### src/rtl/tile_spawner.sv
// 2048 spawn unit: picks a random empty cell and a 2/4 value using a free-running xorshift32.
// Optional reseed ports are compiled in when TILE_SPAWNER_RESEED_EN is defined.
module tile_spawner #(
  parameter int          POS_W       = 4,
  parameter logic [31:0] SEED        = 32'h392a4953,
  parameter int          MAX_TRIES   = 4,
  parameter int          FOUR_WEIGHT = 2
) (
  input  logic                    clk,
  input  logic                    rst,
  input  logic                    start,
  input  logic [(1<<POS_W)-1:0]   empty_mask,
`ifdef TILE_SPAWNER_RESEED_EN
  input  logic                    seed_load,
  input  logic [31:0]             seed_val,
`endif
  output logic                    busy,
  output logic                    done,
  output logic                    full,
  output logic [POS_W-1:0]        pos,
  output logic                    is_four
);

  localparam int          N_CELLS   = 1 << POS_W;
  localparam logic [31:0] SEED_INIT = (SEED == 32'd0) ? 32'd1 : SEED;
  localparam logic [3:0]  LAST_TRY  = 4'(MAX_TRIES - 1);
  localparam logic [4:0]  FOUR_LIM  = 5'(FOUR_WEIGHT);

  typedef enum logic [1:0] {IDLE, DRAW, SCAN, FIN} state_t;

  state_t             state, state_d;
  logic [31:0]        rng, rng_step;
  logic [N_CELLS-1:0] mask_q, mask_d;
  logic [3:0]         tries, tries_d;
  logic [POS_W-1:0]   scan_idx, scan_d;
  logic [POS_W-1:0]   pos_d, idx;
  logic               is_four_d, full_q, full_d, four_draw;

  function automatic logic [31:0] xorshift(input logic [31:0] x);
    logic [31:0] y;
    y = x ^ (x << 13);
    y = y ^ (y >> 17);
    y = y ^ (y << 5);
    return y;
  endfunction

  always_comb rng_step = xorshift(rng);

  // The generator never pauses, so the draw depends on when start arrives.
  always_ff @(posedge clk) begin
    if (rst) begin
      rng <= SEED_INIT;
`ifdef TILE_SPAWNER_RESEED_EN
    end else if (seed_load) begin
      rng <= (seed_val == 32'd0) ? 32'd1 : seed_val;
`endif
    end else begin
      rng <= rng_step;
    end
  end

  assign idx       = rng[POS_W-1:0];
  assign four_draw = {1'b0, rng[31:28]} < FOUR_LIM;

  always_comb begin
    state_d   = state;
    mask_d    = mask_q;
    tries_d   = tries;
    scan_d    = scan_idx;
    pos_d     = pos;
    is_four_d = is_four;
    full_d    = full_q;
    unique case (state)
      IDLE: begin
        if (start) begin
          mask_d  = empty_mask;
          tries_d = 4'd0;
          if (empty_mask == '0) begin
            full_d  = 1'b1;
            state_d = FIN;
          end else begin
            state_d = DRAW;
          end
        end
      end
      DRAW: begin
        if (mask_q[idx]) begin
          pos_d     = idx;
          is_four_d = four_draw;
          state_d   = FIN;
        end else if (tries == LAST_TRY) begin
          scan_d  = idx + 1'b1;
          state_d = SCAN;
        end else begin
          tries_d = tries + 4'd1;
        end
      end
      SCAN: begin
        // mask_q is non-zero here, so the walk always terminates.
        if (mask_q[scan_idx]) begin
          pos_d     = scan_idx;
          is_four_d = four_draw;
          state_d   = FIN;
        end else begin
          scan_d = scan_idx + 1'b1;
        end
      end
      FIN: begin
        full_d  = 1'b0;
        state_d = IDLE;
      end
      default: state_d = IDLE;
    endcase
  end

  always_ff @(posedge clk) begin
    if (rst) begin
      state    <= IDLE;
      mask_q   <= '0;
      tries    <= 4'd0;
      scan_idx <= '0;
      pos      <= '0;
      is_four  <= 1'b0;
      full_q   <= 1'b0;
    end else begin
      state    <= state_d;
      mask_q   <= mask_d;
      tries    <= tries_d;
      scan_idx <= scan_d;
      pos      <= pos_d;
      is_four  <= is_four_d;
      full_q   <= full_d;
    end
  end

  assign busy = (state != IDLE);
  assign done = (state == FIN);
  assign full = full_q;

endmodule
### config.mk
export PLATFORM = sky130hd
export DESIGN_NAME = tile_spawner
export DESIGN_NICKNAME = d
export VERILOG_FILES = /design/src/rtl/tile_spawner.sv
export SDC_FILE = /design/constraint.sdc
export NUM_CORES = 1
export LEC_CHECK = 0
export CAP_MARGIN = 20
export CORE_MARGIN = 5
export CORE_UTILIZATION = 35
export DETAILED_ROUTE_END_ITERATION = 8
export PLACE_DENSITY = 0.59
export REMOVE_ABC_BUFFERS = 1
export SETUP_SLACK_MARGIN = 0.15
export SLEW_MARGIN = 20
export SYNTH_ARGS = -nofsm -noshare
export SYNTH_HDL_FRONTEND = slang
export SYNTH_SLANG_ARGS = --single-unit
### constraint.sdc
create_clock -name clk -period 5.05 [get_ports clk]
set_input_delay 0.505 -clock clk [delete_from_list [all_inputs] [get_ports clk]]
set_output_delay 0.505 -clock clk [all_outputs]
set_load 0.005 [all_outputs]
run_1/floorplan.png
Scale bar: 20 um. Pins as bars on the die edge.
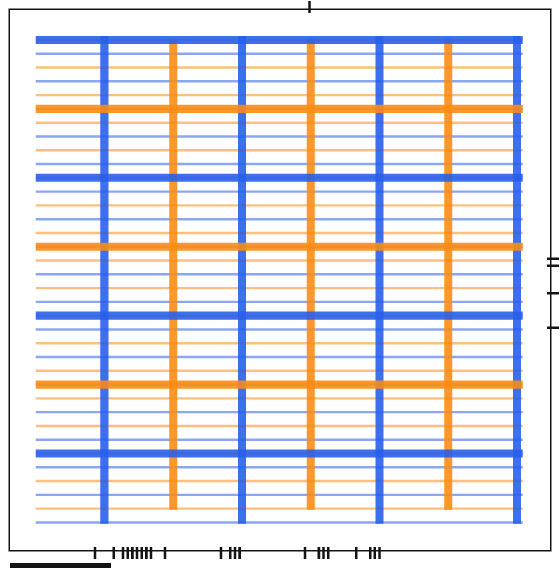
legend:
  VDD:
    color: orange
  VSS:
    color: blue
signal pins: 27
met5 straps: 7
rows: 35
core area: 9150 um2
Die Wd: 107 um
Die Ht: 107 um
worst vdd ir: 0.000238 V

run_1/class_map.png
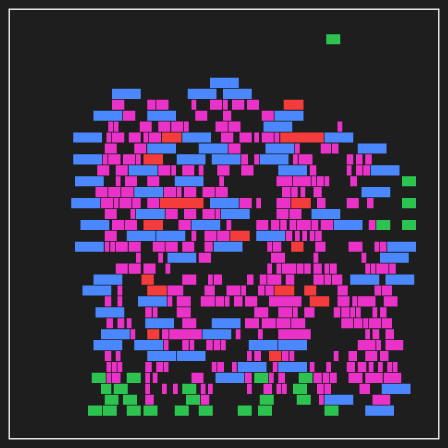
legend:
  remaining logic cells:
    color: magenta
    cells: 294
  clock drivers and dummy loads:
    color: red
    cells: 16
  remaining buffers and delay cells:
    color: green
    cells: 27
  registers:
    color: blue
    cells: 64
Util after Layout: 41.8%
row cnt: 35

==> Changelog: implementation, run 1 <==
### Implementation results

* Sink Count at 64
* Asr flop ratio synth at 0%
* CP peak stage delay at 0.63 ns
* Cells after synthesis at between 300 and 400
* H-tree depth at 3
* Crit path cell chain: mux4_2 > nor2b_1 > nor2_1 > or3b_1 > or4_1 > o21ai_0
* Layout cells sized above 1 at 6.23%
* TritonCTS buffer count at 9
* Vias/cell at 5.05
* CP top delay family: simple AND/OR/NAND/NOR gates
* Critical path endpoint category: register
* Fmax at 382 MHz
* DRC viols at 0
* Status: finished, final reports clean
* Worst path required time at 5.31 ns
* Worst Tran Pin Value at approximately 0.76 ns
* Synth flops at 64
* Num ports at 27
* # diodes at 0
* DRT antenna net count at 0
* Number of global-route vias before repair at 2619
* Crit path max fanout at 9
* CTS tree: built
* Die Size at 11400 um2
* Area after DPL at 3590 um2
run_1/clock_wires.png
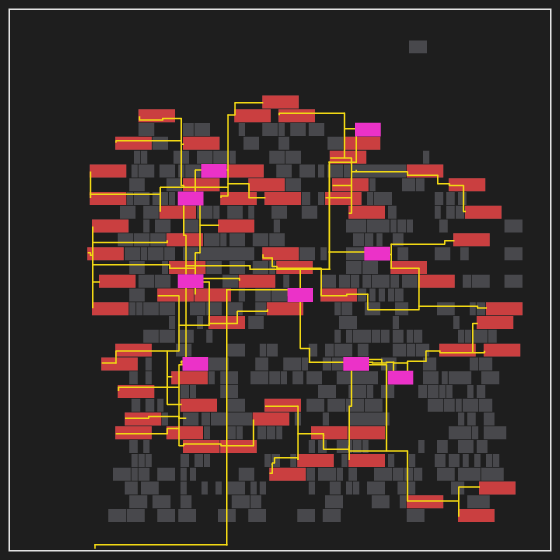
legend:
  clock wires:
    color: yellow
    length: 937 um
  flip-flops:
    color: red
    count: 64
  clock-net drivers:
    color: magenta
    count: 9
routed clock nets: 10
Layout Skew: 0.0127 ns
clock power share: 18.9%
clk_lat worst skew: 0.34 ns

run_1/layers.png
Scale bar: 20 um.
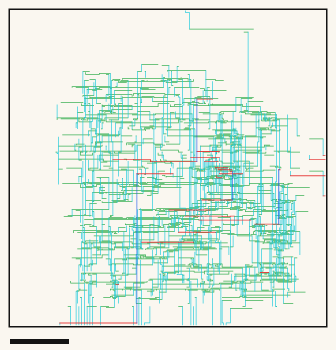
legend:
  M4:
    color: blue
    wire_length: 99.3 um
  M2:
    color: cyan
    wire_length: 3300 um
  M3:
    color: red
    wire_length: 233 um
  M1:
    color: green
    wire_length: 3470 um
GRT Overall Usage: 13.6%
post-detailed-route wirelength per cell: 13.9 um
DR vias: 2584
total wire length: 7.10 mm

[run 1: worst paths after layout]
check | end | slack (ns) | startpoint
max | tries[3] | 2.43 | rng[0]
min | mask_q[2] | 0.47 | mask_q[2]
max reg2reg | tries[3] | 2.43 | rng[0]
min reg2reg | mask_q[2] | 0.47 | mask_q[2]
[run 1: stage by stage]
stage / utilization [%] / cells / hold WS [ns]
after floorplan: - / 358 / 0.437
after global routing: 41.8 / 512 / 0.505
final: 41.8 / 512 / 0.474
after CTS: 41.8 / 512 / 0.474
after detailed placement: 39.3 / 496 / 0.464
after global placement: 39.3 / 496 / 0.458
[run 1: where the power goes]
part | leakage [nW] | internal, mW | switching (mW)
registers | 0.529 | 0.672 | 0.156
logic | 0.734 | 0.673 | 0.674
clock network | 0.114 | 0.283 | 0.222
total | 1.38 | 1.63 | 1.05
[run 1: cells in the mapped netlist, drive strengths merged, types with 2 or more instances]
cell type | instances | area [um2]
a31oi | 3 | 18.8
o21a | 4 | 30.0
inv | 11 | 41.3
ha | 7 | 87.6
nor4 | 4 | 25.0
xnor2 | 52 | 455
o21ai | 8 | 40.0
or3b | 2 | 17.5
nor2 | 27 | 101
mux4 | 3 | 67.6
nand2b | 5 | 31.3
nor2b | 4 | 25.0
a211oi | 2 | 15.0
nand3 | 9 | 45.0
a311oi | 4 | 35.0
a21oi | 28 | 140
dfxtp | 64 | 1280
a32o | 2 | 20.0
mux2i | 14 | 140
nor3 | 6 | 30.0
and3 | 2 | 12.5
a221oi | 2 | 17.5
buf | 3 | 21.3
o32ai | 2 | 17.5
and2 | 6 | 37.5
o31a | 2 | 18.8
xor2 | 10 | 87.6
nand2 | 60 | 225
clkbuf | 14 | 53.8
mux2 | 2 | 22.5
[run 1: cell type report]
cell class | instances | area, um2 | share of cell area (%)
Clock inverter | 7 | 104 | 2.72
Tap cell | 111 | 139 | 3.63
Inverter | 12 | 45.0 | 1.18
Clock buffer | 9 | 124 | 3.24
Sequential cell | 64 | 1280 | 33.5
Multi-Input combinational cell | 282 | 1860 | 48.7
Timing Repair Buffer | 27 | 268 | 7.00
[run 1: layer usage]
metal / vias up / part of all wire (%) / global-route usage, %
met2: 43 / 46 / 22.1
li1: 1321 / - / -
met1: 1211 / 49 / 17.6
met5: - / 0 / 0
met4: 0 / 1.4 / 6.03
met3: 9 / 3.3 / 2.61
[run 1: flip-flops by register name, indices dropped and copies added, names as in the netlist]
register,flops
scan_idx,4
mask_q,16
is_four,1
tries,4
state,2
rng,32
full,1
pos,4
[run 1: worst reg2reg max path: cells and delay by family, from the launching register on]
family / cells / cell delay, ns
compound gates: 1 / 0.08
flops: 1 / 0.63
mux: 1 / 0.58
simple gates: 4 / 1.26
[run 1: cell families after synthesis]
kind of cell | Yosys count | share of synthesized area [%]
and+or+nand+nor | 132 | 18.5
DFF | 64 | 39.3
AOI/OAI and AO/OA | 62 | 12.2
adders and majority gates | 7 | 2.68
buffers and inverters | 29 | 3.68
xor gates and xnor gates | 62 | 16.6
muxes | 19 | 7.05
## Run 2: what changed since run 1
- PLACE_DENSITY: 0.59 -> 0.61
- clock period: 5.05 -> 2.3 ns (I/O delays scaled with it)
run_2/clock_wires.png
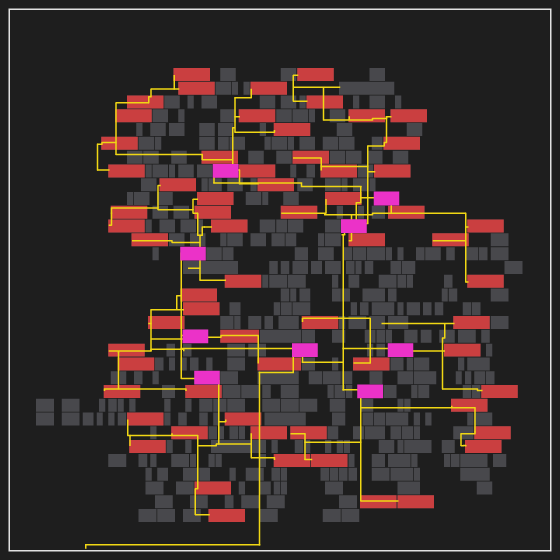
legend:
  clock wires:
    color: yellow
    length: 875 um
  flip-flops:
    color: red
    count: 64
  clock-net drivers:
    color: magenta
    count: 9
flops lie: all over the die
routed clock nets: 10
clock power share: 19.3%
Layout Skew: 0.00669 ns
Power Clock: 1.18 mW

==> run 2 against run 1 <==
Effect of this change:
- final area is 4.7% higher
- sequential cell count stayed put
- synthesized area stayed put
- register-to-register slack worse by 2.2 ns
- die size stayed put
- via count is 2.6% higher
- hold slack worse by 0.0013 ns
- final cell count is 3.1% higher
- setup slack worse by 2.2 ns
- largest power group unchanged
==> Changelog: implementation, run 2 <==
### Implementation results

* Status: finished, final reports clean
* Clk_lat worst skew at 0.34 ns
* TritonCTS buffer count at 9
* Max layer used: met4
* CP Launch Point: rng[0]
* Flop pwr share at 29.0%
* Register Area at 1290 um2
* Max FFs per register at 32
* Crit path max fanout at 5
* Post-detailed-route wirelength per cell at 13.9 um
* Core area at 9150 um2
* Synth flops at 64
* Top cell type's share of synthesized area at 39.3%
* Die Size at 11400 um2
* Sw frac at 38.1%
* Post-Route M1 WL at 3.55 mm
* Reg2reg start: rng[0]
* Number of global-route vias before repair at 2519
* Cells after synthesis at 375
* H-tree depth at 3
* Sink Count at 64
* Worst vdd ir at 0.000473 V
* Post-synth top area cell: dfxtp_1
* Asr flop ratio synth at 0%
* GRT Overall Usage at 13.4%
* Die Ht at 107 um
* Total wire length at 7.34 mm
* R2R Setup Slk at 0.22 ns
* Commonest cells in the netlist: dfxtp_1 (64), nand2_1 (60), xnor2_1 (52), a21oi_1 (28), nor2_1 (27)
* Fmax at 482 MHz
* DRC viols at 0
* Logic area at between 1500 and 2000 um2
* Power Internal at 3.80 mW
* DR vias at 2652
-- run 2: how the worst max path moves through the flow --
| stage | slack (ns) | cells past startpoint | to |
|---|---|---|---|
| 6_report | 0.22 | 7 | tries[1] |
| 5_1_grt | 0.12 | 9 | scan_idx[2] |
| 4_1_cts | 0.15 | 5 | tries[3] |
| 3_5_place_dp | -0.02 | 6 | tries[1] |
| 3_3_place_gp | 0.13 | 6 | tries[1] |
| 2_1_floorplan | -0.02 | 5 | tries[3] |
-- run 2: repair_timing --
action | CTS | global route
endpoints found under the setup margin | 5 | 11
resized | 4 | 10
buffers inserted | 0 | 0
pin swaps | 0 | 4
hold endpoints to repair | 0 | 0
-- run 2: power groups by stage --
stage	sequential, mW	combinational, mW	clock, mW
finish	1.78	3.17	1.18
global route	1.82	3.53	1.27
CTS	1.77	3.17	1.20
detailed placement	1.80	3.11	0
global placement	1.79	3.06	0
floorplan	1.75	2.44	0
-- run 2: kinds of logic after synthesis --
| logic type | count (synthesis) | synth area share, % |
|---|---|---|
| multiplexers | 19 | 7.05 |
| buffers and inverters | 29 | 3.68 |
| AND-OR/OR-AND | 62 | 12.2 |
| AND/OR/NAND/NOR | 132 | 18.5 |
| XOR/XNOR | 62 | 16.6 |
| flip-flops | 64 | 39.3 |
| adder cells (fa/ha/maj) | 7 | 2.68 |
-- run 2: tightest hold or removal path, stage by stage --
cell	delay [ns]
clkdlybuf4s50_1	0.42
nand2_1	0.06
a21oi_1	0.05
-- run 2: through the flow --
step,utilization (%),cell area [um2],total power [mW],hold slack [ns],instances
4_1_cts,43.4,3970,6.15,0.462,528
2_1_floorplan,-,3190,4.19,0.299,358
3_3_place_gp,40.6,3710,4.85,0.461,512
3_5_place_dp,40.6,3710,4.91,0.464,512
5_1_grt,43.7,4000,6.62,0.474,528
6_report,43.7,4000,6.13,0.472,528
-- run 2: final cells by class --
cell class	count	share of cell area, %
Clock buffer	9	3.09
Clock inverter	7	2.97
Inverter	12	1.13
Multi-Input combinational cell	282	47.4
Sequential cell	64	32.1
Tap cell	111	3.47
Timing Repair Buffer	43	9.78
-- run 2: metal layers --
layer / global-route usage, % / up-vias
li1: - / 1350
met1: 17.9 / 1245
met2: 21.0 / 49
met3: 3.34 / 8
met4: 4.47 / 0
met5: 0 / -
Power and IR drop assume default switching activity.
